## config.mk

```make
export PLATFORM = sky130hd
export DESIGN_NAME = vdp_super_vram_fetch
export DESIGN_NICKNAME = d
export VERILOG_FILES = /design/src/rtl/vdp_super_vram_fetch.sv
export SDC_FILE = /design/constraint.sdc
export NUM_CORES = 1
export LEC_CHECK = 0
export CORE_MARGIN = 3
export CORE_UTILIZATION = 41
export CTS_BUF_LIST = sky130_fd_sc_hd__clkbuf_4 sky130_fd_sc_hd__clkbuf_8
export DETAILED_ROUTE_END_ITERATION = 8
export GPL_TIMING_DRIVEN = 1
export PLACE_DENSITY = 0.8
export SETUP_SLACK_MARGIN = 0.4
export SYNTH_ARGS = -nofsm -noshare
export SYNTH_HDL_FRONTEND = slang
export SYNTH_SLANG_ARGS = --single-unit
```

## constraint.sdc

```tcl
create_clock -name clk -period 1.6 [get_ports clk]
set_input_delay 0.32 -clock clk [delete_from_list [all_inputs] [get_ports clk]]
set_output_delay 0.32 -clock clk [all_outputs]
set_load 0.05 [all_outputs]
```

## src/rtl/vdp_super_vram_fetch.sv

```systemverilog
// Slot-based VRAM fetch sequencer: display reads own a slot while drawing, CPU byte
// accesses fill the free slots, and a refresh strobe is issued once per line.
module vdp_super_vram_fetch #(
  parameter int MEM_LAT = 2
) (
  input  logic        clk,
  input  logic        reset_n,
  input  logic        vdp_super,
  input  logic        super_res_drawing,
  input  logic [9:0]  cx,
  input  logic [16:0] super_res_vram_addr,
  output logic [31:0] vrm_32,
  input  logic        cpu_req,
  input  logic        cpu_wr,
  input  logic [18:0] cpu_addr,
  input  logic [7:0]  cpu_wdata,
  output logic        cpu_ack,
  output logic [7:0]  cpu_rdata,
  output logic        mem_req,
  output logic        mem_wr,
  output logic [16:0] mem_addr,
  output logic [31:0] mem_wdata,
  output logic [3:0]  mem_wmask,
  input  logic [31:0] mem_rdata,
  input  logic        mem_rdata_valid,
  output logic        mem_refresh,
  output logic        read_late
);

  typedef enum logic [1:0] {IDLE, DISP_RD, CPU_RD, CPU_WR} state_e;

  // The refresh register is loaded one cycle early so the strobe is visible while cx==723.
  localparam logic [9:0] REFRESH_PRE_CX = 10'd722;

  state_e      state_q;
  state_e      grant_d;
  logic        pend_q;
  logic [31:0] hold_q;
  logic [1:0]  lane_q;
  logic [31:0] vrm_32_q;
  logic        cpu_ack_q;
  logic [7:0]  cpu_rdata_q;
  logic        mem_req_q;
  logic        mem_wr_q;
  logic [16:0] mem_addr_q;
  logic [31:0] mem_wdata_q;
  logic [3:0]  mem_wmask_q;
  logic        mem_refresh_q;
  logic        read_late_q;

  logic [1:0]  phase;
  logic        in_win;
  logic        take;
  logic        late;
  logic [31:0] data_sel;

  assign phase = cx[1:0];
  // Data later than MEM_LAT cycles after the command counts as missing.
  assign in_win   = (phase == 2'd2) || ((phase == 2'd3) && (MEM_LAT > 1));
  assign take     = pend_q && mem_rdata_valid && in_win;
  assign late     = pend_q && !take;
  assign data_sel = take ? mem_rdata : hold_q;

  always_comb begin
    // NOTE: default first so every path assigns grant_d and no latch is inferred.
    grant_d = IDLE;
    if (vdp_super && super_res_drawing) begin
      grant_d = DISP_RD;
    end else if (cpu_req) begin
      grant_d = cpu_wr ? CPU_WR : CPU_RD;
    end
  end

  always_ff @(posedge clk or negedge reset_n) begin
    if (!reset_n) begin
      state_q       <= IDLE;
      pend_q        <= 1'b0;
      hold_q        <= '0;
      lane_q        <= '0;
      vrm_32_q      <= '0;
      cpu_ack_q     <= 1'b0;
      cpu_rdata_q   <= '0;
      mem_req_q     <= 1'b0;
      mem_wr_q      <= 1'b0;
      mem_addr_q    <= '0;
      mem_wdata_q   <= '0;
      mem_wmask_q   <= '0;
      mem_refresh_q <= 1'b0;
      read_late_q   <= 1'b0;
    end else begin
      // NOTE: non-blocking assignments only, so every register sees pre-edge values.
      mem_req_q     <= 1'b0;
      cpu_ack_q     <= 1'b0;
      mem_refresh_q <= (cx == REFRESH_PRE_CX);
      if (take) begin
        hold_q <= mem_rdata;
        pend_q <= 1'b0;
      end
      case (phase)
        2'd0: begin
          state_q <= grant_d;
          if (grant_d != IDLE) begin
            mem_req_q  <= 1'b1;
            mem_wr_q   <= (grant_d == CPU_WR);
            pend_q     <= (grant_d != CPU_WR);
            lane_q     <= cpu_addr[1:0];
            mem_addr_q <= (grant_d == DISP_RD) ? super_res_vram_addr : cpu_addr[18:2];
            if (grant_d == CPU_WR) begin
              mem_wdata_q <= {4{cpu_wdata}};
              mem_wmask_q <= 4'b0001 << cpu_addr[1:0];
            end else begin
              mem_wmask_q <= 4'b0000;
            end
          end
        end
        2'd1: begin
          if (state_q == CPU_WR) cpu_ack_q <= 1'b1;
        end
        2'd3: begin
          if (late) read_late_q <= 1'b1;
          if (!vdp_super) begin
            vrm_32_q <= '0;
          end else if (state_q == DISP_RD && !late) begin
            vrm_32_q <= data_sel;
          end
          if (state_q == CPU_RD) begin
            cpu_ack_q   <= 1'b1;
            cpu_rdata_q <= late ? 8'h00 : data_sel[{lane_q, 3'b000} +: 8];
          end
          pend_q  <= 1'b0;
          state_q <= IDLE;
        end
        default: ;
      endcase
    end
  end

  assign vrm_32      = vrm_32_q;
  assign cpu_ack     = cpu_ack_q;
  assign cpu_rdata   = cpu_rdata_q;
  assign mem_req     = mem_req_q;
  assign mem_wr      = mem_wr_q;
  assign mem_addr    = mem_addr_q;
  assign mem_wdata   = mem_wdata_q;
  assign mem_wmask   = mem_wmask_q;
  assign mem_refresh = mem_refresh_q;
  assign read_late   = read_late_q;

endmodule

```

Figure 1. Routed metal, one colour a layer.
Two of the layers only.
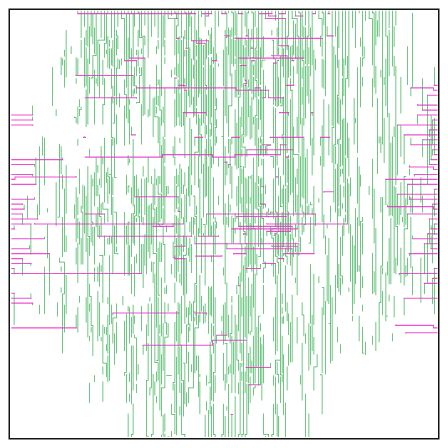
colour	layer	wire length
green	M2	9690 um
magenta	M3	1070 um
DRT Wirelength: 18400 um
WL per Instance: 21.2 um
Total Routing Usage GR: 24.2%

Figure 2. Routing congestion.
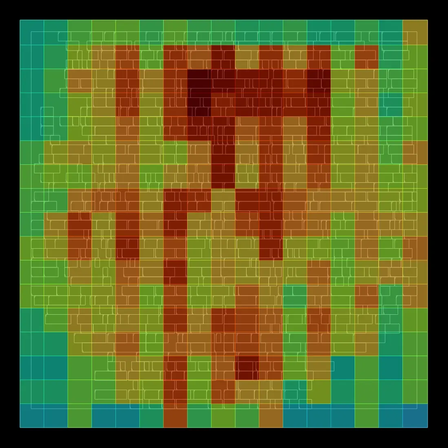
met1 usage: 29.0%
GR Util met2: 41.4%
GRT Max-Usage Layer: met2

Figure 3. Sequential cells coloured by netlist name.
Bar = 20 um. Other sequential cells in the stronger grey, the rest of the logic in the fainter grey.
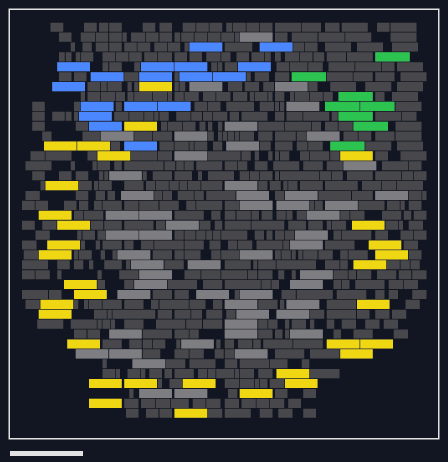
colour	signal	sequential cells
yellow	vrm_32	32
blue	mem_addr	17
green	mem_wdata	8
sequential power: 4.51 mW
flop share of the area: 29.9%

Figure 4. The metal 1 layer.
Bar = 20 um. Supply wires on this layer in grey. Cells faint in the background.
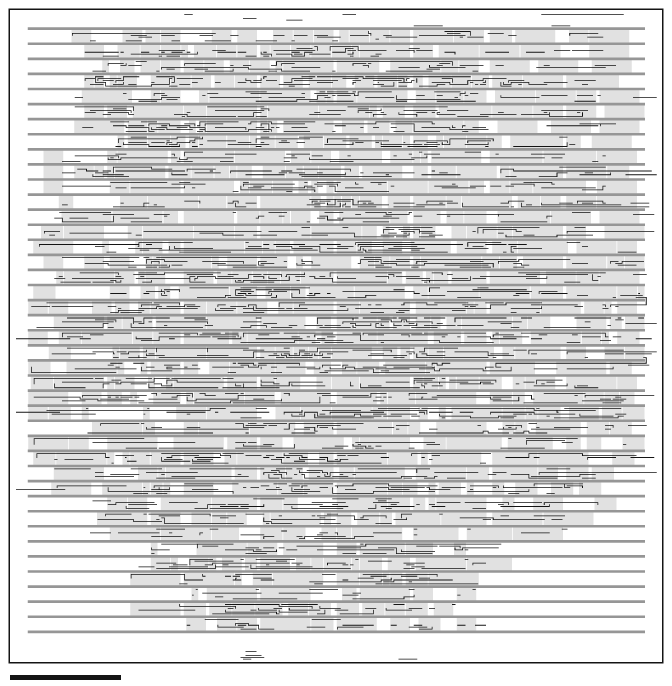
longest straight run	32.7 um
nets with wire on the layer	699
share of all routed wire	37%
DR vias: 4448

Figure 5. Port wiring.
Bar = 20 um.
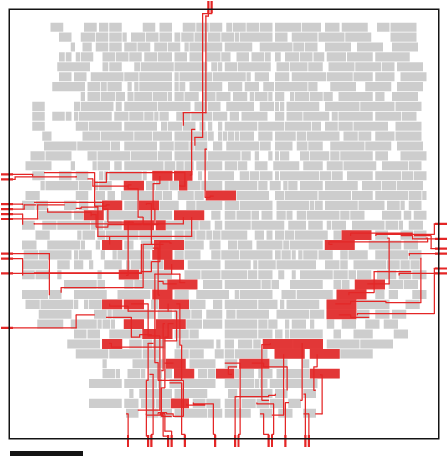
colour	port	bits	direction	end cells	buffers	wire
red	mem_rdata	32	input	41	32	1470 um

==> reports/results.ini <==
[run_status]
status = finished with violations
violations = negative setup slack

[final_layout]
instances_no_fill = 866
final_cell_area_um2 = 9320
n_antenna_cell = 2
fin_util_pct = 76.9
clk_share_pct = 2.69
layout.area.comb_um2 = 2370
most-common-layout-cells = 103 x dfrtp_1, 84 x clkdlybuf4s50_1, 80 x buf_6
largestClassByArea = buffers
signal_buffers = 297
comb_share_pct = 25.4
nNonClkInverters = 39

[timing]
finalSetupViolCount = 29
grt_setup_unrepaired = true
worst_pin_slew_ns = 0.488
max_freq_ghz = 0.579
min_period_ns = 1.73
worst_slack_ns = -0.127
finalHoldViolCount = 0
timing.setup.tns_ns = -1.45

[clock_tree]
clock_latency_ns = 0.40
clk_pin_slew_ns = 0.12
cts-buffers-inserted = 9
cts-root-buf = clkbuf_8

[global_route]
grt_max_degree = 45
grt.met3_usage_pct = 5.62
grt_antenna_before_repair = 2
gr-total-overflow = 0
grt_pass1_wl_um = 26400

[floorplan]
fp_util_pct = 42.2
fp.dieW_um = 118
rows = 40
pin_count = 191
die_height_um = 118

[critical_path]
path_cells = o211a_4, buf_12, mux4_2, a22oi_2, o221ai_2
crit_required_ns = 1.86
endpoint = cpu_rdata[2]$_DFFE_PN0P_
reg2reg_from = pend_q$_DFF_PN0_
timing.rr.end = cpu_rdata[2]$_DFFE_PN0P_
critPathBufInv = 1
crit_path_end_kind = flip-flop
cp-startpoint = pend_q$_DFF_PN0_
cp_slowest_cell = mux4_2
worst-path-stages = 5
cpPeakStageDelay_ns = 0.50
crit_fanout = 5

[logic_synthesis]
synth.most_common_cell = dfrtp_1
synthCells = 429
synthFlopType = dfrtp_1
synth_warnings = 0
ys.flops = 111
mux_area_share_pct = 21.9
netlist_area_um2 = 5110
netlist.area_leader.share_pct = 54.4
synth-edff-count = 0
yosys_area_um2 = 5110
seq_area_frac_synth_pct = 54.4
xor_area_share_pct = 0

[power]
seq_power_share_pct = 31.0
power_leader = combinational cells
clk-power_mw = 2.09
pwr.group.combinational_mw = 7.95
power.switching_mw = 5.89
ir_drop_mv = 0.955
clkPwrFrac_pct = 14.4

[place]
hpwl_um = 10900
dpl_worst_slack_ns = -0.932
io_buffers = 190

[route]
wl_met2_um = 9690
wl_met3_um = 1070
vias_per_cell = 5.14

[run]
maxCapViolCount = 0
tool_warnings = 32

[hold_path]
hold_class = in -> async

[worst min-delay path by stage]
| stage | cells after the start | start | slack (ns) | end |
|---|---|---|---|---|
| after floorplan | 0 | reset_n | 0.02 | cpu_ack$_DFF_PN0_ |
| after global placement | 1 | reset_n | 0.27 | mem_addr[8]$_DFFE_PN0P_ |
| after detailed placement | 1 | reset_n | 0.28 | mem_addr[8]$_DFFE_PN0P_ |
| after CTS | 2 | reset_n | 0.41 | lane_q[0]$_DFFE_PN0P_ |
| after global routing | 2 | reset_n | 0.42 | lane_q[0]$_DFFE_PN0P_ |
| final | 2 | reset_n | 0.40 | lane_q[0]$_DFFE_PN0P_ |
Power figures rest on the tool's default switching activity, not on a simulated workload.
